**src/rtl/aes_ctrl_pkg.sv**
```systemverilog
// ============================================================================
// aes_ctrl_pkg : shared FSM states, round counts and key-length codes
// Rev 1.0
// ============================================================================
`default_nettype none

package aes_ctrl_pkg;

    typedef enum logic [2:0] {
        ST_IDLE  = 3'd0,
        ST_INIT  = 3'd1,
        ST_ROUND = 3'd2,
        ST_FINAL = 3'd3,
        ST_DONE  = 3'd4
    } state_t;

    localparam int unsigned NR_128 = 10;
    localparam int unsigned NR_192 = 12;
    localparam int unsigned NR_256 = 14;

    localparam logic [1:0] KEY_LEN_128 = 2'd0;
    localparam logic [1:0] KEY_LEN_192 = 2'd1;
    localparam logic [1:0] KEY_LEN_256 = 2'd2;

    // The reserved code 3 falls back to the 128-bit round count.
    function automatic logic [3:0] nr_for_key_len(input logic [1:0] code);
        logic [3:0] nr;
        case (code)
            KEY_LEN_192: nr = 4'(NR_192);
            KEY_LEN_256: nr = 4'(NR_256);
            default:     nr = 4'(NR_128);
        endcase
        return nr;
    endfunction

endpackage

`default_nettype wire

```
**src/rtl/aes_round_counter.sv**
```systemverilog
// ============================================================================
// aes_round_counter : round index with clear, saturating increment, and
//                     terminal-count flag (index == NR-1). Rev 1.0
// ============================================================================
`default_nettype none

module aes_round_counter
    import aes_ctrl_pkg::*;
#(
    parameter int RND_W = 4
) (
    input  logic             clk,
    input  logic             rst,
    input  logic             clr_i,
    input  logic             inc_i,
    input  logic [RND_W-1:0] nr_i,
    output logic [RND_W-1:0] cnt_o,
    output logic             last_o
);

    logic [RND_W-1:0] cnt_q;
    logic [RND_W-1:0] cnt_d;

    always_comb begin
        cnt_d = cnt_q;
        if (clr_i) begin
            cnt_d = '0;
        end else if (inc_i && (cnt_q != nr_i)) begin
            cnt_d = cnt_q + RND_W'(1);
        end
    end

    always_ff @(posedge clk or posedge rst) begin
        if (rst) begin
            cnt_q <= '0;
        end else begin
            cnt_q <= cnt_d;
        end
    end

    assign cnt_o  = cnt_q;
    assign last_o = (cnt_q == (nr_i - RND_W'(1)));

endmodule

`default_nettype wire

```
**src/rtl/aes_cipher_controller.sv**
```systemverilog
// ============================================================================
// aes_cipher_controller : AES encipher sequencing FSM (INIT, NR rounds, DONE).
// Optional macro AES_CIPHER_KEY256_EN adds key_len and 192/256-bit round counts.
// Rev 1.0
// ============================================================================
`default_nettype none

module aes_cipher_controller
    import aes_ctrl_pkg::*;
#(
    parameter int RND_W = 4
) (
    input  logic             clk,
    input  logic             rst,
    input  logic             start,
    output logic             in_ready,
    output logic             load_en,
    output logic             round_en,
    output logic             rkey_en,
    output logic             mix_en,
    output logic [RND_W-1:0] round_num,
    output logic             out_valid,
    input  logic             out_ready
`ifdef AES_CIPHER_KEY256_EN
    ,
    input  logic [1:0]       key_len
`endif
);

    state_t           state_q;
    state_t           state_d;
    logic [RND_W-1:0] nr;
    logic             cnt_last;
    logic             cnt_clr;
    logic             cnt_inc;

`ifdef AES_CIPHER_KEY256_EN
    logic [RND_W-1:0] nr_q;

    // Round count is latched on the accept edge and held for the whole block.
    always_ff @(posedge clk or posedge rst) begin
        if (rst) begin
            nr_q <= RND_W'(NR_128);
        end else if ((state_q == ST_IDLE) && start) begin
            nr_q <= RND_W'(nr_for_key_len(key_len));
        end
    end

    assign nr = nr_q;
`else
    assign nr = RND_W'(NR_128);
`endif

    always_ff @(posedge clk or posedge rst) begin
        if (rst) begin
            state_q <= ST_IDLE;
        end else begin
            state_q <= state_d;
        end
    end

    always_comb begin
        state_d = state_q;
        case (state_q)
            ST_IDLE:  if (start)     state_d = ST_INIT;
            ST_INIT:                 state_d = ST_ROUND;
            ST_ROUND: if (cnt_last)  state_d = ST_FINAL;
            ST_FINAL:                state_d = ST_DONE;
            ST_DONE:  if (out_ready) state_d = ST_IDLE;
            default:                 state_d = ST_IDLE;
        endcase
    end

    // Strobes depend on the state register alone so input glitches never reach them.
    always_comb begin
        in_ready  = 1'b0;
        load_en   = 1'b0;
        round_en  = 1'b0;
        rkey_en   = 1'b0;
        mix_en    = 1'b0;
        out_valid = 1'b0;
        case (state_q)
            ST_IDLE:  in_ready = 1'b1;
            ST_INIT:  load_en  = 1'b1;
            ST_ROUND: begin
                round_en = 1'b1;
                rkey_en  = 1'b1;
                mix_en   = 1'b1;
            end
            ST_FINAL: begin
                round_en = 1'b1;
                rkey_en  = 1'b1;
            end
            ST_DONE:  out_valid = 1'b1;
            default:  in_ready  = 1'b0;
        endcase
    end

    assign cnt_inc = (state_q == ST_INIT) || (state_q == ST_ROUND);
    assign cnt_clr = (state_q == ST_DONE) && out_ready;

    aes_round_counter #(
        .RND_W (RND_W)
    ) u_round_counter (
        .clk    (clk),
        .rst    (rst),
        .clr_i  (cnt_clr),
        .inc_i  (cnt_inc),
        .nr_i   (nr),
        .cnt_o  (round_num),
        .last_o (cnt_last)
    );

endmodule

`default_nettype wire

```
**config.mk**
```make
export PLATFORM = sky130hd
export DESIGN_NAME = aes_cipher_controller
export DESIGN_NICKNAME = d
export VERILOG_FILES = /design/src/rtl/aes_ctrl_pkg.sv /design/src/rtl/aes_round_counter.sv /design/src/rtl/aes_cipher_controller.sv
export SDC_FILE = /design/constraint.sdc
export NUM_CORES = 1
export LEC_CHECK = 0
export ABC_AREA = 1
export CAP_MARGIN = 30
export CORE_AREA = 2 2 39 41
export CTS_BUF_LIST = sky130_fd_sc_hd__clkbuf_4 sky130_fd_sc_hd__clkbuf_8 sky130_fd_sc_hd__clkbuf_16
export CTS_CLUSTER_DIAMETER = 30
export CTS_CLUSTER_SIZE = 40
export DETAILED_ROUTE_END_ITERATION = 10
export DIE_AREA = 0 0 41 43
export PLACE_DENSITY = 0.84
export SLEW_MARGIN = 20
export SYNTH_ARGS = -nofsm -noshare
export SYNTH_HDL_FRONTEND = slang
export SYNTH_HIERARCHICAL = 1
export SYNTH_SLANG_ARGS = --single-unit
export TNS_END_PERCENT = 100
```
**constraint.sdc**
```tcl
create_clock -name clk -period 2.1 [get_ports clk]
set_clock_uncertainty 0.15 [all_clocks]
set_input_delay 0.42 -clock clk [delete_from_list [all_inputs] [get_ports clk]]
set_output_delay 0.42 -clock clk [all_outputs]
set_load 0.005 [all_outputs]
```
Fig. 1: metal layers overlaid
The bar under the picture is 10 µm long.
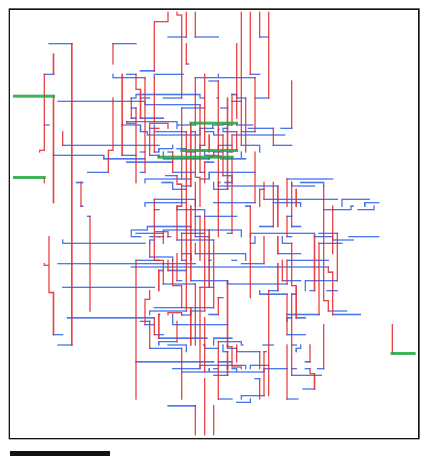
blue -> met1  # wire length 525 µm
green -> met3  # wire length 26.6 µm
red -> met2  # wire length 630 µm

Fig. 2: logic cells by family
The bar under the picture is 10 µm long.
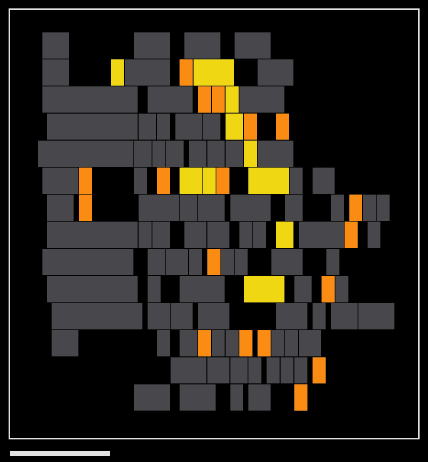
orange -> inverters  # cells 18
yellow -> NOR gates  # cells 10

==> flow_metrics.tcl <==
# place-and-route summary
set metrics [dict create \
    post-dp-hpwl_um 892 \
    drt-initial-drc-count 13 \
    crit_buf_inv 2 \
    tightest_slew_ns 0.746 \
    ant_nets 0 \
    nNetsFinal 120 \
    p_leak_nw 0.490 \
    stdcell_count 129 \
    critPathMaxFanout 5 \
    worstPathRequired_ns 1.53 \
    slowest_stage "clkdlybuf4s50_1" \
    portBuffers 13 \
    syn_area_per_cell_um2 6.73 \
    dr.pass1.iters 4 \
    ys_ff 7 \
    fmax_mhz 496 \
    period_minus_slack_ns 2.02 \
    crit_family "buffers and inverters" \
    layout_top_cell "nand2_1" \
    status "completed" \
    grt_pass1_vias 490 \
    finalSetupViolations 0 \
    wire_per_inst_um 9.16 \
    ys_chip_area_um2 599 \
    antenna_found_initial 0 \
    grt_max_degree 11 \
    rsz0062_at_grt "no" \
    holdWs_ns 0.215 \
    r2r-end "u_round_counter/cnt_o[1]$_DFFE_PP0P_" \
    io_pins 14 \
    grt_first_pass_wirelength_um 1890 \
]
-- stage by stage --
stage,instance area (µm²),power (mW)
global route,826,1.31
floorplan,622,0.748
detailed placement,761,1.01
CTS,808,1.18
finish,826,1.19
global placement,761,0.996
-- final cells by class --
| class | instances | area [µm²] | area share, % |
|---|---|---|---|
| Clock buffer | 4 | 30.0 | 3.64 |
| Inverter | 18 | 67.6 | 8.18 |
| Multi-Input combinational cell | 68 | 370 | 44.8 |
| Sequential cell | 7 | 178 | 21.5 |
| Tap cell | 16 | 20.0 | 2.42 |
| Timing Repair Buffer | 16 | 160 | 19.4 |
-- state kept, by name, summed over array words and instances (netlist names) --
register               cells
u_round_counter/cnt_o      4
state_q                    3
-- synthesized netlist by cell type --
cell type	instances	area share (%)
nor3_1	2	1.7
ha_1	2	4.2
xor2_1	2	2.9
dfrtp_1	7	29
nand4_1	5	5.2
o21ai_0	2	1.7
nor2_1	5	3.1
conb_1	2	1.3
nor4_1	1	1.0
nand2_1	21	13
xnor2_1	1	1.5
nand3_1	12	10
nand2_4	2	3.8
or2_2	1	1.0
buf_4	1	1.3
nand2_2	2	2.1
nor2_4	2	3.8
inv_1	18	11
buf_6	1	1.9
-- worst min path at each step --
stage               slack [ns]                endpoint  cells past startpoint
floorplan                 0.02  state_q[0]$_DFFE_PP0P_                      1
global placement          0.42  state_q[2]$_DFFE_PP0P_                      2
detailed placement        0.41  state_q[2]$_DFFE_PP0P_                      2
CTS                       0.20  state_q[1]$_DFFE_PP0P_                      2
global route              0.25  state_q[2]$_DFFE_PP0P_                      2
finish                    0.22  state_q[2]$_DFFE_PP0P_                      2
-- kinds of logic (layout without fill, tap and decap cells) --
kind of cell / Yosys count / in the layout / share of synthesized area, %
DFF: 7 / 7 / 29.2
other: 2 / 8 / 1.25
AOI/OAI and AO/OA: 2 / 2 / 1.67
xor gates and xnor gates: 3 / 3 / 4.38
and+or+nand+nor: 53 / 53 / 44.9
buffers and inverters: 20 / 38 / 14.4
adders and majority gates: 2 / 2 / 4.17
-- power breakdown --
group	internal [mW]	switching (mW)
clock network	0.0848	0.0401
logic	0.375	0.378
registers	0.206	0.103
total	0.666	0.521
-- worst reg2reg max path, stage by stage (launching register included) --
cell,delay [ns]
dfrtp_1,0.42
inv_2,0.11
nand2_1,0.08
o21ai_0,0.60
nand2_4,0.11
nand3_1,0.10
nand2_1,0.06
-- per-layer routing --
metal	vias up	share of wire, %	global-route usage [%]
li1	317	-	-
met1	272	44	22.4
met2	9	53	21.6
met3	0	2.2	3.14
met4	0	0	10.0
met5	-	0	0
-- what timing repair did --
item                       in CTS  in global routing
pin swaps                       0                  1
resized                         1                  8
buffers inserted                2                  0
setup endpoints to repair       4                  5
hold endpoints to repair        0                  0
Power and IR drop assume default switching activity.
